==> config.mk <==
export PLATFORM = sky130hd
export DESIGN_NAME = multicycle_control
export DESIGN_NICKNAME = d
export VERILOG_FILES = /design/src/rtl/multicycle_control.sv
export SDC_FILE = /design/constraint.sdc
export NUM_CORES = 1
export LEC_CHECK = 0
export CORE_ASPECT_RATIO = 1.4
export CORE_UTILIZATION = 55
export CTS_CLUSTER_DIAMETER = 60
export DETAILED_ROUTE_END_ITERATION = 10
export DONT_BUFFER_PORTS = 1
export PLACE_DENSITY = 0.7
export SKIP_LAST_GASP = 1
export SLEW_MARGIN = 15
export SYNTH_ARGS = -nofsm -noshare
export SYNTH_HDL_FRONTEND = slang
export SYNTH_SLANG_ARGS = --single-unit
==> constraint.sdc <==
create_clock -name clk -period 2.8 [get_ports clk]
set_clock_uncertainty 0.05 [all_clocks]
set_input_delay 0.56 -clock clk [delete_from_list [all_inputs] [get_ports clk]]
set_output_delay 0.56 -clock clk [all_outputs]
set_load 0.02 [all_outputs]
==> src/rtl/multicycle_control.sv <==
// -----------------------------------------------------------------------------
// multicycle_control
//
// Central sequencer that turns the single-cycle RISC-V datapath into a
// multi-cycle machine. Each instruction walks FETCH -> DECODE -> EXEC and
// then, depending on its class, MEM and/or WB before returning to FETCH.
// The block raises the per-phase enables for PC, instruction register,
// register file, ALU and data memory. It also reports sticky faults for
// illegal opcodes and memory timeouts, and counts retired instructions.
//
// Parameters
//   MEM_WAIT_MAX : consecutive MEM cycles with memReady low before a timeout
//                  fault (1..255)
//   CNT_WIDTH    : width of the retired-instruction counter
//
// Ports
//   clk          : clock, all state updates on the rising edge
//   reset        : synchronous, active-high
//   opcode[6:0]  : opcode from the instruction register (stable DECODE..retire)
//   aluZero      : ALU zero flag, meaningful in EXEC
//   memReady     : data-memory completion for the current access
//   pcWrite      : PC load enable
//   pcSrc        : 0 = PC+4, 1 = branch target
//   irWrite      : instruction register load enable
//   aluSrc       : 0 = readData2, 1 = immediate
//   aluOp[1:0]   : 00 add, 01 sub/compare, 10 funct-decoded
//   memRead      : data-memory read strobe
//   memWrite     : data-memory write strobe
//   memtoReg     : writeback source, 1 = memory, 0 = ALU
//   regWrite     : register file write enable
//   state[2:0]   : current state code (FETCH=0 DECODE=1 EXEC=2 MEM=3 WB=4
//                  FAULT=7)
//   illegal      : sticky illegal-opcode fault
//   memTimeout   : sticky memory-timeout fault
//   instRetired  : retired-instruction count, wraps from all-ones to zero
//
// Data-memory handshake: while in MEM the read or write strobe is held high
// every cycle. The access completes in the first cycle that memReady is
// sampled high on a rising edge. memReady is ignored in every other state.
// -----------------------------------------------------------------------------
module multicycle_control #(
    parameter int MEM_WAIT_MAX = 15,
    parameter int CNT_WIDTH    = 32
) (
    input  logic                 clk,
    input  logic                 reset,
    input  logic [6:0]           opcode,
    input  logic                 aluZero,
    input  logic                 memReady,
    output logic                 pcWrite,
    output logic                 pcSrc,
    output logic                 irWrite,
    output logic                 aluSrc,
    output logic [1:0]           aluOp,
    output logic                 memRead,
    output logic                 memWrite,
    output logic                 memtoReg,
    output logic                 regWrite,
    output logic [2:0]           state,
    output logic                 illegal,
    output logic                 memTimeout,
    output logic [CNT_WIDTH-1:0] instRetired
);

    typedef enum logic [2:0] {
        S_FETCH  = 3'd0,
        S_DECODE = 3'd1,
        S_EXEC   = 3'd2,
        S_MEM    = 3'd3,
        S_WB     = 3'd4,
        S_FAULT  = 3'd7
    } state_t;

    localparam logic [6:0] OP_R      = 7'b0110011;
    localparam logic [6:0] OP_I      = 7'b0010011;
    localparam logic [6:0] OP_LOAD   = 7'b0000011;
    localparam logic [6:0] OP_STORE  = 7'b0100011;
    localparam logic [6:0] OP_BRANCH = 7'b1100011;

    localparam logic [1:0] ALU_ADD   = 2'b00;
    localparam logic [1:0] ALU_SUB   = 2'b01;
    localparam logic [1:0] ALU_FUNCT = 2'b10;

    // Last wait-counter value tolerated before the timeout fault.
    localparam logic [7:0] WAIT_LAST = 8'(MEM_WAIT_MAX - 1);

    state_t     state_q;
    logic [7:0] wait_cnt;

    // Opcode class decode
    logic is_r;
    logic is_i;
    logic is_load;
    logic is_store;
    logic is_branch;
    logic is_mem;
    logic supported;

    assign is_r      = (opcode == OP_R);
    assign is_i      = (opcode == OP_I);
    assign is_load   = (opcode == OP_LOAD);
    assign is_store  = (opcode == OP_STORE);
    assign is_branch = (opcode == OP_BRANCH);
    assign is_mem    = is_load | is_store;
    assign supported = is_r | is_i | is_mem | is_branch;

    // An instruction retires on the edge leaving its last state: EXEC for a
    // branch, MEM for a completed store, WB for everything that writes back.
    logic retire_now;

    always_comb begin
        retire_now = 1'b0;
        case (state_q)
            S_EXEC:  retire_now = is_branch;
            S_MEM:   retire_now = is_store & memReady;
            S_WB:    retire_now = 1'b1;
            default: retire_now = 1'b0;
        endcase
    end

    // -------------------------------------------------------------------------
    // Sequencer state, sticky faults, wait counter and retire counter
    // -------------------------------------------------------------------------
    always_ff @(posedge clk) begin
        if (reset) begin
            state_q     <= S_FETCH;
            wait_cnt    <= '0;
            illegal     <= 1'b0;
            memTimeout  <= 1'b0;
            instRetired <= '0;
        end else begin
            if (retire_now) begin
                instRetired <= instRetired + CNT_WIDTH'(1);
            end

            case (state_q)
                S_FETCH: begin
                    state_q <= S_DECODE;
                end

                S_DECODE: begin
                    if (supported) begin
                        state_q <= S_EXEC;
                    end else begin
                        state_q <= S_FAULT;
                        illegal <= 1'b1;
                    end
                end

                S_EXEC: begin
                    if (is_branch) begin
                        state_q <= S_FETCH;
                    end else if (is_mem) begin
                        state_q  <= S_MEM;
                        wait_cnt <= '0;
                    end else if (is_r | is_i) begin
                        state_q <= S_WB;
                    end else begin
                        // Opcode changed under us after DECODE accepted it.
                        state_q <= S_FAULT;
                        illegal <= 1'b1;
                    end
                end

                S_MEM: begin
                    if (!is_mem) begin
                        state_q <= S_FAULT;
                        illegal <= 1'b1;
                    end else if (memReady) begin
                        state_q <= is_load ? S_WB : S_FETCH;
                    end else if (wait_cnt == WAIT_LAST) begin
                        state_q    <= S_FAULT;
                        memTimeout <= 1'b1;
                    end else begin
                        wait_cnt <= wait_cnt + 8'd1;
                    end
                end

                S_WB: begin
                    state_q <= S_FETCH;
                end

                S_FAULT: begin
                    // Only reset leaves FAULT; both flags hold.
                    state_q <= S_FAULT;
                end

                default: begin
                    // Unused codes 5 and 6.
                    state_q <= S_FAULT;
                    illegal <= 1'b1;
                end
            endcase
        end
    end

    // -------------------------------------------------------------------------
    // Per-phase strobes. They are combinational from state, opcode and
    // aluZero, and forced to zero while reset is high, so the datapath is
    // quiet even before the reset edge lands.
    // -------------------------------------------------------------------------
    always_comb begin
        pcWrite  = 1'b0;
        pcSrc    = 1'b0;
        irWrite  = 1'b0;
        aluSrc   = 1'b0;
        aluOp    = ALU_ADD;
        memRead  = 1'b0;
        memWrite = 1'b0;
        memtoReg = 1'b0;
        regWrite = 1'b0;

        if (!reset) begin
            case (state_q)
                S_FETCH: begin
                    irWrite = 1'b1;
                end

                S_EXEC: begin
                    if (is_r) begin
                        aluSrc = 1'b0;
                        aluOp  = ALU_FUNCT;
                    end else if (is_i) begin
                        aluSrc = 1'b1;
                        aluOp  = ALU_FUNCT;
                    end else if (is_mem) begin
                        aluSrc = 1'b1;
                        aluOp  = ALU_ADD;
                    end else if (is_branch) begin
                        aluSrc  = 1'b0;
                        aluOp   = ALU_SUB;
                        pcWrite = 1'b1;
                        pcSrc   = aluZero;
                    end
                end

                S_MEM: begin
                    // Address computation stays on the ALU while the access is
                    // outstanding.
                    aluSrc   = 1'b1;
                    aluOp    = ALU_ADD;
                    memRead  = is_load;
                    memWrite = is_store;
                    // A store finishes here, so it also advances the PC.
                    pcWrite  = is_store & memReady;
                end

                S_WB: begin
                    regWrite = 1'b1;
                    memtoReg = is_load;
                    pcWrite  = 1'b1;
                end

                default: begin
                    // DECODE and FAULT drive no strobes.
                end
            endcase
        end
    end

    assign state = reset ? 3'd0 : state_q;

endmodule

==> Slide: Implementation Results, run 1 <==
Synthesis and Place & Route Summary

Worst hold path
  – Type of the tightest min-delay check: primary input to register
  – Hold path start: reset
  – Hold endpoint: wait_cnt[5]

Timing
  – Max Fclk: 383 MHz
  – Final Critical Period: 2610 ps
  – Cycle use final: 93.3%
  – Setup TNS: 0 ps
  – RSZ-0062 raised after global routing: no
  – Slew margin rel.: 52.9%
  – Hold slack: 272 ps

Worst setup path
  – Critical path depth: 4
  – R2r setup slk: 380 ps
  – Worst R2R End: instRetired[24]
  – CP Data Arrival Time: 2000 ps
  – Delay-heaviest family, CP: simple AND/OR/NAND/NOR gates
  – Critical Path End Type: primary output
  – Critical Path Start: state_q[0]
  – Reg2reg start: state_q[0]
  – Crit-path slowest cell: or4_4
  – CP max FO: 10
  – Critical path class: register to primary output

GRT
  – GRT Total Usage: 25.4%
  – Largest net degree at the start of global routing: 58
  – Vias in the first global route: 2144
  – Gr ovfl total: 0
  – Initial antenna violation count: 0

Clock tree
  – Clk sinks: 45
  – CTS tree: yes
  – Worst-Skew Late Latency: 290 ps
  – Post-CTS Setup Bufs: 0
  – Clock Pin Slew Worst Setup and Hold Paths: 80 ps
  – Clk buf depth: 2

Final layout
  – Cell Count, Final, Fillers Out: 391
  – Share of cells above drive strength 1: 12.4%
  – N_diodes: 0
  – Fin area: 0.00281 mm2

Die
  – Die Width: 59.4 um
  – Num ports: 58

Pwr
  – VDD IR max: 0.334 mV
  – Combinational share of power: 7.4%
  – Sequential group share of total power: 55.9%
  – Switch share: 23.4%
  – P_sw: 0.000277 W
  – Comb pwr: 0.0000875 W
  – Clk. pwr: 0.000434 W
  – Seq. pwr: 0.000663 W

Synthesis
  – Synth Net Count: 332
  – YS chip area: 0.00254 mm2
  – Yosys top cell by area: dfxtp_1
  – Synth top cells by count: dfxtp_1, nor2_1, a21oi_1
  – Post-synth EDFFs: 0
  – Yosys cell types: 55
  – Mapped Cells: 318
  – Biggest area cells: dfxtp_1, a21oi_1, nor2_1
  – Mean Syn Cell Area: 7.99 um2

Outcome
  – Status: complete, no violations

Placed design
  – Port bufs: 0
  – Dpl ws: 105 ps
  – Placed cell count: 383

Drt
  – Final ANT Viol Nets: 0
  – Vias/cell: 6.07
-- run 1: logic make-up (layout without fill, tap and decap cells) --
| kind of cell | Yosys count | count (layout) | synth area share (%) |
|---|---|---|---|
| flip-flops | 45 | 45 | 35.5 |
| XOR/XNOR | 12 | 12 | 4.14 |
| buffers and inverters | 22 | 35 | 3.35 |
| AND-OR/OR-AND | 77 | 77 | 19.8 |
| multiplexers | 5 | 5 | 2.12 |
| AND/OR/NAND/NOR | 154 | 154 | 33.6 |
| adder cells (fa/ha/maj) | 3 | 3 | 1.48 |
-- run 1: cell usage in the layout (no fill, tap or decap), drive strengths merged, types with 6 or more instances in the layout --
cell type,n
a21oi,29
buf,21
clkbuf,7
dfxtp,45
inv,6
nand2,26
nand3,19
nand4,10
nor2,32
nor2b,12
nor3,6
nor4,6
o21ai,12
or3,9
or4,8
xnor2,11
-- run 1: layout make-up --
cell class	instances	area (um2)	share of cell area, %
Timing Repair Buffer	21	158	5.60
Sequential cell	45	901	32.0
Tap cell	60	75.1	2.67
Clock buffer	7	96.3	3.43
Inverter	6	22.5	0.801
Clock inverter	1	5.00	0.178
Multi-Input combinational cell	251	1560	55.3
-- run 1: worst register-to-register path, delay by kind of cell (launching register included) --
family / cells / cell delay, ps
compound gates: 2 / 620
simple gates: 3 / 1210
flops: 1 / 480
-- run 1: metal layers --
metal	up-vias	global-route usage (%)	part of all wire, %
met4	0	10.0	1.3
met5	-	0	0
met3	8	5.30	5.3
met1	1110	27.0	42
met2	61	47.6	51
li1	1195	-	-
-- run 1: flip-flops by register name, summed over array words and instances (netlist names) --
name / flops
instRetired: 32
wait_cnt: 8
illegal: 1
state_q: 3
memTimeout: 1
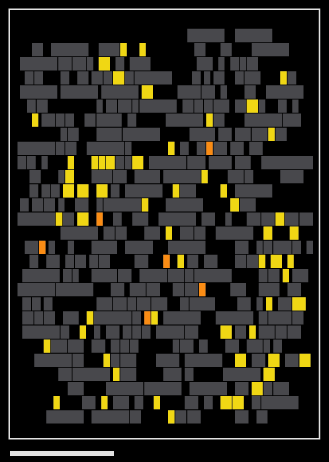
(run_1/gate_families.png)
The bar under the picture is 20 um long.
inverters: marked orange, cells 6, most used inv_1. NOR gates: marked yellow, cells 57, most used nor2_1, where spread over the die.
Comb/total area: 55.3%
most frequent logic cell in the layout: dfxtp_1

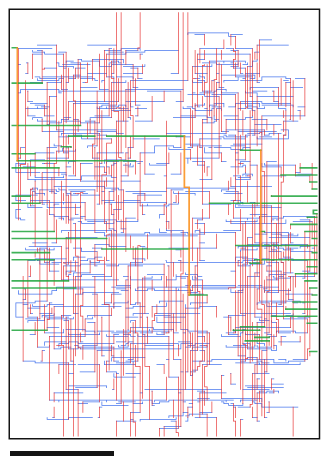
(run_1/metal_stack.png)
The bar under the picture is 20 um long.
met2: marked red, wire length 3030 um. met3: marked green, wire length 316 um. met1: marked blue, wire length 2470 um. met4: marked orange, wire length 75.0 um.
Detailed Route WL: 5.89 mm
WL/cell: 15.1 um
via count: 2374

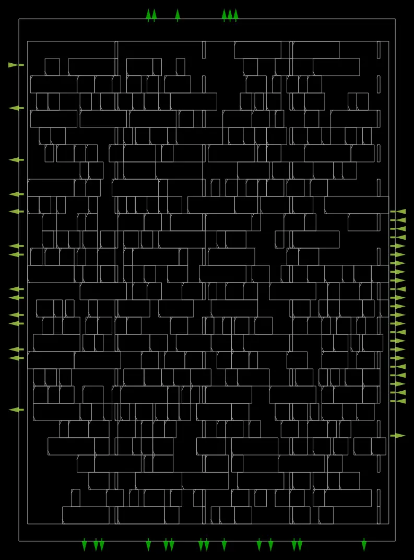
(run_1/final_placement.png)
Tap Cells: 60
Seq area share: 32.0%
fill count: 419

==> inputs of run 2 (changes only) <==
Settings changed: CAP_MARGIN from default to 20.
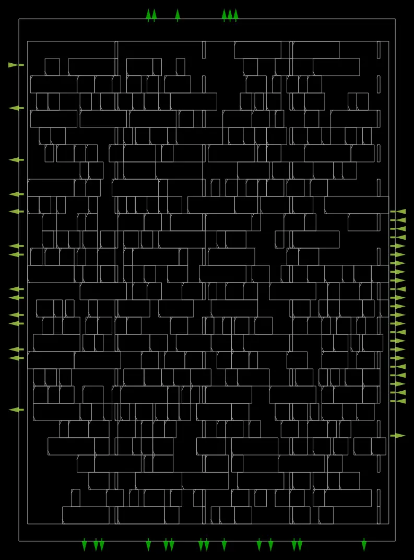
(run_2/final_placement.png)
Final Core Density: 64.7%
CORE AREA: 0.00434 mm2
Placement Rows: 28
Cell Count, Final, Fillers Out: 391
num sequential: 45

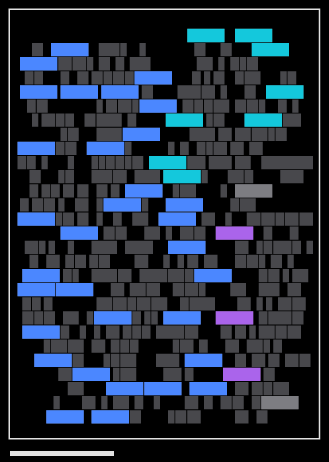
(run_2/registers.png)
The bar under the picture is 20 um long. Other sequential cells in the stronger grey, the rest of the logic in the fainter grey.
instRetired: marked blue, sequential cells 32. wait_cnt: marked cyan, sequential cells 8. state_q: marked purple, sequential cells 3.
Another 2 sequential cells are not coloured.
Seq. pwr: 0.000663 W
Flop area: 901 um2

==> run 2 against run 1 <==
Compared with the run above:
- synthesized cell count is the same
- worst hold slack is the same
- via count is the same
- first-iteration DRC count is the same
==> Slide: Implementation Results, run 2 <==
Synthesis and Place & Route Summary

Drt
  – Violation tally from detailed-route iteration zero: 145 (unchanged)
  – WL/cell: 15.1 um (unchanged)
  – Drt pass-1 iters: 4 (unchanged)
  – DRC Markers: 0 (unchanged)
  – Final ANT Viol Nets: 0 (unchanged)
  – Via count: 2374 (unchanged)
  – Vias/cell: 6.07 (unchanged)
  – Detailed Route WL: 5.89 mm (unchanged)

Synthesis
  – Biggest area cells: dfxtp_1, a21oi_1, nor2_1 (unchanged)
  – Top-count cell post-synth: dfxtp_1 (unchanged)
  – Synth top cells by count: dfxtp_1, nor2_1, a21oi_1 (unchanged)
  – Post-synth EDFFs: 0 (unchanged)
  – Mux area share: 2.12% (unchanged)
  – Top_reg_cell synth: dfxtp_1 (unchanged)
  – Synth Area in XOR/XNOR: 4.14% (unchanged)
  – Total number of yosys warnings: 0 (unchanged)
  – Post-Synth Simple-Gate Area: 33.6% (unchanged)
  – Mean Syn Cell Area: 7.99 um2 (unchanged)
  – Yosys adder share: 1.48% (unchanged)
  – Main logic family after synthesis: simple AND/OR/NAND/NOR gates (unchanged)
  – Compound Share, Synth: 19.8% (unchanged)
  – Seq/Total Area, Yosys: 35.5% (unchanged)
  – Synth Net Count: 332 (unchanged)
  – Mapped Cells: 318 (unchanged)
  – Share of synthesized registers carrying an async set or reset: 0% (unchanged)
  – Ys cells: 318 (unchanged)
  – Yosys cell types: 55 (unchanged)
  – Area of the mapped netlist: 0.00254 mm2 (unchanged)
  – Post-synth regs: 45 (unchanged)
  – Yosys top cell by area: dfxtp_1 (unchanged)
  – Top-area cell share: 35.5% (unchanged)
  – YS chip area: 0.00254 mm2 (unchanged)

Timing
  – Fin worst setup slack: 186 ps (unchanged)
  – Final Critical Period: 2610 ps (unchanged)
  – Hold Violations, Final: 0 (unchanged)
  – Max Fclk: 383 MHz (unchanged)
  – Final-report setup violation count: 0 (unchanged)
  – Least-Margin Pin Slew: 700 ps (unchanged)
  – Cycle use final: 93.3% (unchanged)
  – RSZ-0062 raised after global routing: no (unchanged)
  – Slew Limit Fails: 0 (unchanged)
  – Slew margin rel.: 52.9% (unchanged)
  – Setup TNS: 0 ps (unchanged)

Worst setup path
  – Critical Path Start: state_q[0] (unchanged)
  – Critical Path End Type: primary output (unchanged)
  – Critical path depth: 4 (unchanged)
  – Critical path data required time: 2190 ps (about the same)
  – Critical path class: register to primary output (unchanged)
  – Delay-heaviest family, CP: simple AND/OR/NAND/NOR gates (unchanged)
  – R2R cell count: 5 (unchanged)
  – CP Data Arrival Time: 2000 ps (about the same)
  – CP cell instances: nand4b_1, or4_4, and2_1, nor2_1 (unchanged)
  – R2r setup slk: 380 ps (about the same)
  – Worst path buffer plus inverter count: 0 (unchanged)
  – Crit path capture: pcWrite (unchanged)
  – Crit-path slowest cell: or4_4 (unchanged)
  – CP max FO: 10 (unchanged)
  – Critical path launch point type: register (unchanged)
  – CP max stage delay: 500 ps (about the same)
  – Worst R2R End: instRetired[24] (unchanged)
  – Reg2reg start: state_q[0] (unchanged)

Die
  – Chip height: 82.4 um (unchanged)
  – Die Width: 59.4 um (unchanged)
  – Num ports: 58 (unchanged)
  – Die area: 0.00490 mm2 (unchanged)
  – Initial core utilization: 58.5% (unchanged)

Final layout
  – Top Registers: instRetired x32, wait_cnt x8, state_q x3 (unchanged)
  – Largest register by flop count: instRetired (unchanged)
  – Final nets: 344 (unchanged)
  – N_diodes: 0 (unchanged)
  – Synthesis-to-finish area growth: 10.7% (unchanged)
  – Fin area: 0.00281 mm2 (unchanged)
  – Number of flip-flops under the largest register name: 32 (unchanged)
  – Share of cells above drive strength 1: 12.4% (unchanged)
  – Most frequent logic cell in the layout: dfxtp_1 (unchanged)
  – Most instantiated logic cells after routing: dfxtp_1, nor2_1, a21oi_1 (unchanged)

Worst hold path
  – Type of the tightest min-delay check: primary input to register (unchanged)

GRT
  – Vias in the first global route: 2144 (unchanged)
  – Global-route wire length before repair: 9.52 mm (unchanged)
  – Largest net degree at the start of global routing: 58 (unchanged)
  – GRT Total Usage: 25.4% (unchanged)
  – Gr ovfl total: 0 (unchanged)
  – Initial antenna violation count: 0 (unchanged)

Clock tree
  – Clock Pin Slew Worst Setup and Hold Paths: 80 ps (about the same)
  – Worst-Skew Late Latency: 290 ps (about the same)
  – Post-CTS Setup Bufs: 0 (unchanged)
  – Hold Buf Count CTS: 0 (unchanged)
  – Clk root buf: clkbuf_8 (unchanged)
  – CTS tree: yes (unchanged)
  – Num CTS Buffers: 5 (unchanged)
  – H-tree Lvls: 2 (unchanged)
  – Clk buf depth: 2 (unchanged)
  – Clk sinks: 45 (unchanged)
  – Post_cts resized: 0 (unchanged)

Placed design
  – RePlAce Congestion: 0.790 (unchanged)
  – Dpl ws: 105 ps (unchanged)
  – Port bufs: 0 (unchanged)
  – Post-DP Area: 0.00271 mm2 (unchanged)
  – DP Wirelength: 4.23 mm (unchanged)

Outcome
  – Status: complete, no violations (unchanged)

Pwr
  – VDD IR max: 0.334 mV (unchanged)
  – Power consumption: 0.00118 W (unchanged)
  – Leak Pwr: 0.903 nW (unchanged)
  – Power Density: 421 mW/mm2 (unchanged)

Job
  – Max Cap Viol: 0 (unchanged)
  – Log Warnings: 27 (unchanged)
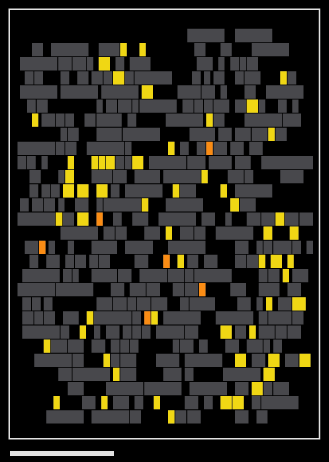
(run_2/gate_families.png)
The bar under the picture is 20 um long.
inverters: marked orange, cells 6, most used inv_1. NOR gates: marked yellow, cells 57, most used nor2_1, where spread over the die.

-- run 2: cell counts in the layout (fill, tap and decap cells not counted) --
No cell type changed its count.
-- run 2: cell families after synthesis --
family / Yosys count
and+or+nand+nor: 154
DFF: 45
adders and majority gates: 3
xor gates and xnor gates: 12
buffers and inverters: 22
muxes: 5
AOI/OAI and AO/OA: 77
-- run 2: layout make-up --
type / instances / area (um2)
clock inverter: 1 / 5.00
multi-input combinational: 251 / 1560
sequential: 45 / 901
tap: 60 / 75.1
timing repair buffer: 21 / 158
fill: 419 / 1530
clock buffer: 7 / 96.3
inverter: 6 / 22.5
-- run 2: worst min path at each step --
stage                        endpoint  slack [ps]  cells after the start   startpoint
after global routing      wait_cnt[5]         260                      1        reset
after detailed placement  wait_cnt[6]         430                      1  wait_cnt[6]
after global placement    wait_cnt[6]         430                      1  wait_cnt[6]
after CTS                 wait_cnt[5]         270                      1        reset
after floorplan           wait_cnt[3]         400                      1  wait_cnt[3]
final                     wait_cnt[5]         270                      1        reset
-- run 2: report_power, final --
| group | switching [W] | internal [W] | total (W) | leakage (nW) |
|---|---|---|---|---|
| Clock | 0.000211 | 0.000223 | 0.000434 | 0.0542 |
| Combinational | 0.0000498 | 0.0000378 | 0.0000875 | 0.485 |
| Sequential | 0.0000159 | 0.000647 | 0.000663 | 0.364 |
| Total | 0.000277 | 0.000908 | 0.00118 | 0.903 |
-- run 2: metal layers --
metal	routed length, um	vias to the layer above	GRT usage [%]
li1	-	1195	-
met1	2470	1110	27.0
met5	0	-	0
met4	75	0	10.0
met3	315	8	5.30
met2	3030	61	47.6
-- run 2: stage by stage --
stage               instances  hold WS [ps]
floorplan                 318           402
global placement          383           428
detailed placement        383           430
CTS                       391           269
global route              391           256
finish                    391           272
==> inputs of run 3 (changes only) <==
Settings changed: ABC_CLOCK_PERIOD_IN_PS from default to 2800, SETUP_SLACK_MARGIN from default to 0.2.
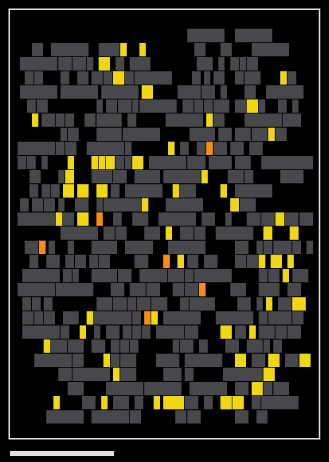
(run_3/gate_families.png)
The bar under the picture is 20 um long.
NOR gates: marked yellow, cells 57, most used nor2_1, where spread over the die. inverters: marked orange, cells 6, most used inv_1.
Comb/total area: 55.4%

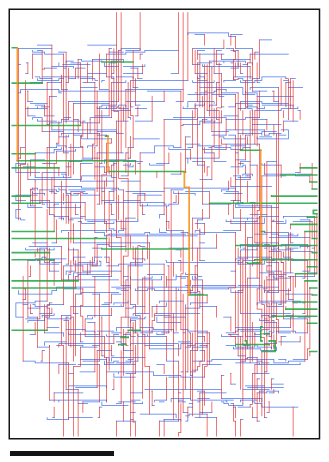
(run_3/metal_stack.png)
The bar under the picture is 20 um long.
met1: marked blue, wire length 2470 um. met4: marked orange, wire length 75.0 um. met3: marked green, wire length 323 um. met2: marked red, wire length 3030 um.
GRT Total Usage: 25.3%
Detailed Route WL: 5.90 mm
WL/cell: 15.1 um
via count: 2365

==> run 3 against run 2 <==
Compared with the run above:
- final area is 0.31% higher
- combinational power increased by 1%
- first-iteration DRC count up 16%
- sequential cell count is the same
- critical path depth rose by 2
- die size stayed put
- sequential power about the same
- fmax increased by 6.2%
- register-to-register slack gained 30 ps
- highest routed layer unchanged
==> Slide: Implementation Results, run 3 <==
Synthesis and Place & Route Summary

Outcome
  – Status: complete, no violations (unchanged)

Job
  – Max Cap Viol: 0 (unchanged)
  – Log Warnings: 27 (unchanged)

Synthesis
  – Yosys cell types: 55 (unchanged)
  – Area of the mapped netlist: 0.00254 mm2 (unchanged)
  – Top-count cell post-synth: dfxtp_1 (unchanged)
  – YS chip area: 0.00254 mm2 (unchanged)
  – Top_reg_cell synth: dfxtp_1 (unchanged)
  – Yosys top cell by area: dfxtp_1 (unchanged)
  – Mapped Cells: 318 (unchanged)
  – Synth Net Count: 332 (unchanged)
  – Seq/Total Area, Yosys: 35.5% (unchanged)
  – Post-synth regs: 45 (unchanged)
  – Share of synthesized registers carrying an async set or reset: 0% (unchanged)
  – Top-area cell share: 35.5% (unchanged)

Die
  – Initial core utilization: 58.5% (unchanged)
  – CORE AREA: 0.00434 mm2 (unchanged)
  – Num ports: 58 (unchanged)
  – Die Width: 59.4 um (unchanged)
  – Placement Rows: 28 (unchanged)
  – Die area: 0.00490 mm2 (unchanged)

Timing
  – Final-report setup violation count: 0 (unchanged)
  – Setup TNS: 0 ps (unchanged)
  – Final Critical Period: 2460 ps (was 2610 ps)
  – RSZ-0062 raised after global routing: no (unchanged)
  – Slew Limit Fails: 0 (unchanged)
  – Hold Violations, Final: 0 (unchanged)
  – Slew margin rel.: 52.9% (about the same)

Worst hold path
  – Hold path depth: 1 (unchanged)
  – Hold endpoint: wait_cnt[5] (unchanged)
  – Type of the tightest min-delay check: primary input to register (unchanged)
  – Hold path start: reset (unchanged)

Final layout
  – Share of cells above drive strength 1: 13.0% (was 12.4%)
  – Most instantiated logic cells after routing: dfxtp_1, nor2_1, a21oi_1 (unchanged)
  – Synthesis-to-finish area growth: 11.0% (was 10.7%)
  – Largest register by flop count: instRetired (unchanged)
  – Cell Count, Final, Fillers Out: 391 (unchanged)
  – N_diodes: 0 (unchanged)
  – Final nets: 344 (unchanged)
  – Most frequent logic cell in the layout: dfxtp_1 (unchanged)
  – Fill count: 417 (was 419)

Clock tree
  – Hold Buf Count CTS: 0 (unchanged)
  – Clk root buf: clkbuf_8 (unchanged)
  – Clk buf depth: 2 (unchanged)
  – Post-CTS Setup Bufs: 0 (unchanged)
  – Num CTS Buffers: 5 (unchanged)
  – Clock Pin Slew Worst Setup and Hold Paths: 80 ps (about the same)
  – H-tree Lvls: 2 (unchanged)

Worst setup path
  – Critical path data required time: 2190 ps (about the same)
  – Critical Path End Type: primary output (unchanged)
  – Crit-path slowest cell: dfxtp_1 (was or4_4)
  – Crit path capture: memWrite (was pcWrite)
  – R2r setup slk: 410 ps (was 380 ps)
  – Critical Path Start: state_q[1] (was state_q[0])
  – Worst R2R End: instRetired[24] (unchanged)
  – Critical path launch point type: register (unchanged)
  – CP cell instances: buf_4, nor2b_1, buf_4, nand3b_1, nor4_1, buf_4 (was nand4b_1, or4_4, and2_1, nor2_1)
  – CP max FO: 10 (unchanged)
  – Critical path class: register to primary output (unchanged)
  – Reg2reg start: state_q[2] (was state_q[0])
  – Worst path buffer plus inverter count: 3 (was 0)
  – Delay-heaviest family, CP: simple AND/OR/NAND/NOR gates (unchanged)
  – R2R cell count: 5 (unchanged)
  – Critical path depth: 6 (was 4)

GRT
  – Grt met1 use: 27.1% (was 27.0%)
  – Gr busiest metal: met2 (unchanged)
  – Vias in the first global route: 2131 (was 2144)
  – Initial antenna violation count: 0 (unchanged)
  – Global routing met2 resource utilization: 47.5% (was 47.6%)
  – Global-route wire length before repair: 9.51 mm (was 9.52 mm)

Placed design
  – Port bufs: 0 (unchanged)
  – Placed cell count: 383 (unchanged)
  – RePlAce Congestion: 0.790 (unchanged)
  – DP Wirelength: 4.23 mm (unchanged)

Drt
  – Final ANT Viol Nets: 0 (unchanged)
  – DRC Markers: 0 (unchanged)
  – Vias/cell: 6.05 (was 6.07)

Pwr
  – Leak Pwr: 0.903 nW (about the same)
  – VDD IR max: 0.336 mV (was 0.334 mV)
  – Power Density: 421 mW/mm2 (about the same)
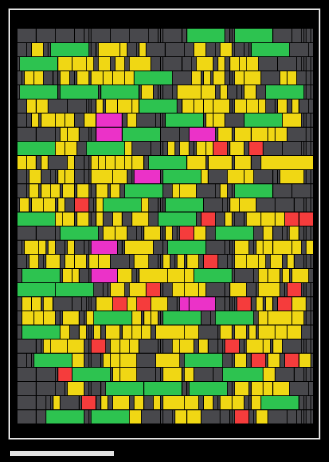
(run_3/cell_classes.png)
The bar under the picture is 20 um long. Fill, decap, tap and diode cells in grey.
all other logic: marked yellow, cells 257, share of their area 58%. other buffers and delay cells: marked red, cells 21, share of their area 5.7%. flip-flops: marked green, cells 45, share of their area 33%. clock drivers and dummy loads: marked magenta, cells 8, share of their area 3.7%.
fin area: 0.00282 mm2
Final Core Density: 64.9%

==> run 3: area by class of cell <==
class,instances,area (um2),share of cell area [%]
timing repair buffer,21,158,5.59
tap,60,75.1,2.66
clock buffer,7,96.3,3.41
sequential,45,902,32.0
inverter,6,22.5,0.798
clock inverter,1,5.00,0.177
multi-input combinational,251,1560,55.4
==> run 3: power breakdown <==
| part | switching [W] | internal [W] |
|---|---|---|
| registers | 0.0000157 | 0.000647 |
| logic | 0.0000505 | 0.0000381 |
| clock network | 0.000213 | 0.000223 |
==> run 3: kinds of logic (layout without fill, tap and decap cells) <==
logic type / Yosys count / after routing / share of synthesized area [%]
AND-OR/OR-AND: 77 / 77 / 19.8
flip-flops: 45 / 45 / 35.5
buffers and inverters: 22 / 35 / 3.35
adder cells (fa/ha/maj): 3 / 3 / 1.48
multiplexers: 5 / 5 / 2.12
AND/OR/NAND/NOR: 154 / 154 / 33.6
XOR/XNOR: 12 / 12 / 4.14
==> run 3: through the flow <==
stage / utilization, % / instance area [um2] / worst slack (ps) / hold WS (ps) / power [W]
floorplan: - / 2540 / 207 / 402 / 0.000755
global placement: 62.4 / 2710 / 142 / 428 / 0.000763
detailed placement: 62.4 / 2710 / 105 / 430 / 0.000765
CTS: 64.8 / 2820 / 274 / 269 / 0.00120
global route: 64.9 / 2820 / 233 / 256 / 0.00124
finish: 64.9 / 2820 / 339 / 270 / 0.00119
==> run 3: per-layer routing <==
layer / up-vias / routed length, um
met1: 1094 / 2470
met2: 67 / 3030
met3: 10 / 322
met5: - / 0
li1: 1194 / -
met4: 0 / 75
==> run 3: timing repair <==
action / in CTS / in global routing
gates resized: 1 / 2
endpoints found under the setup margin: 1 / 2
gates cloned: 0 / 0
Power and IR drop assume default switching activity.
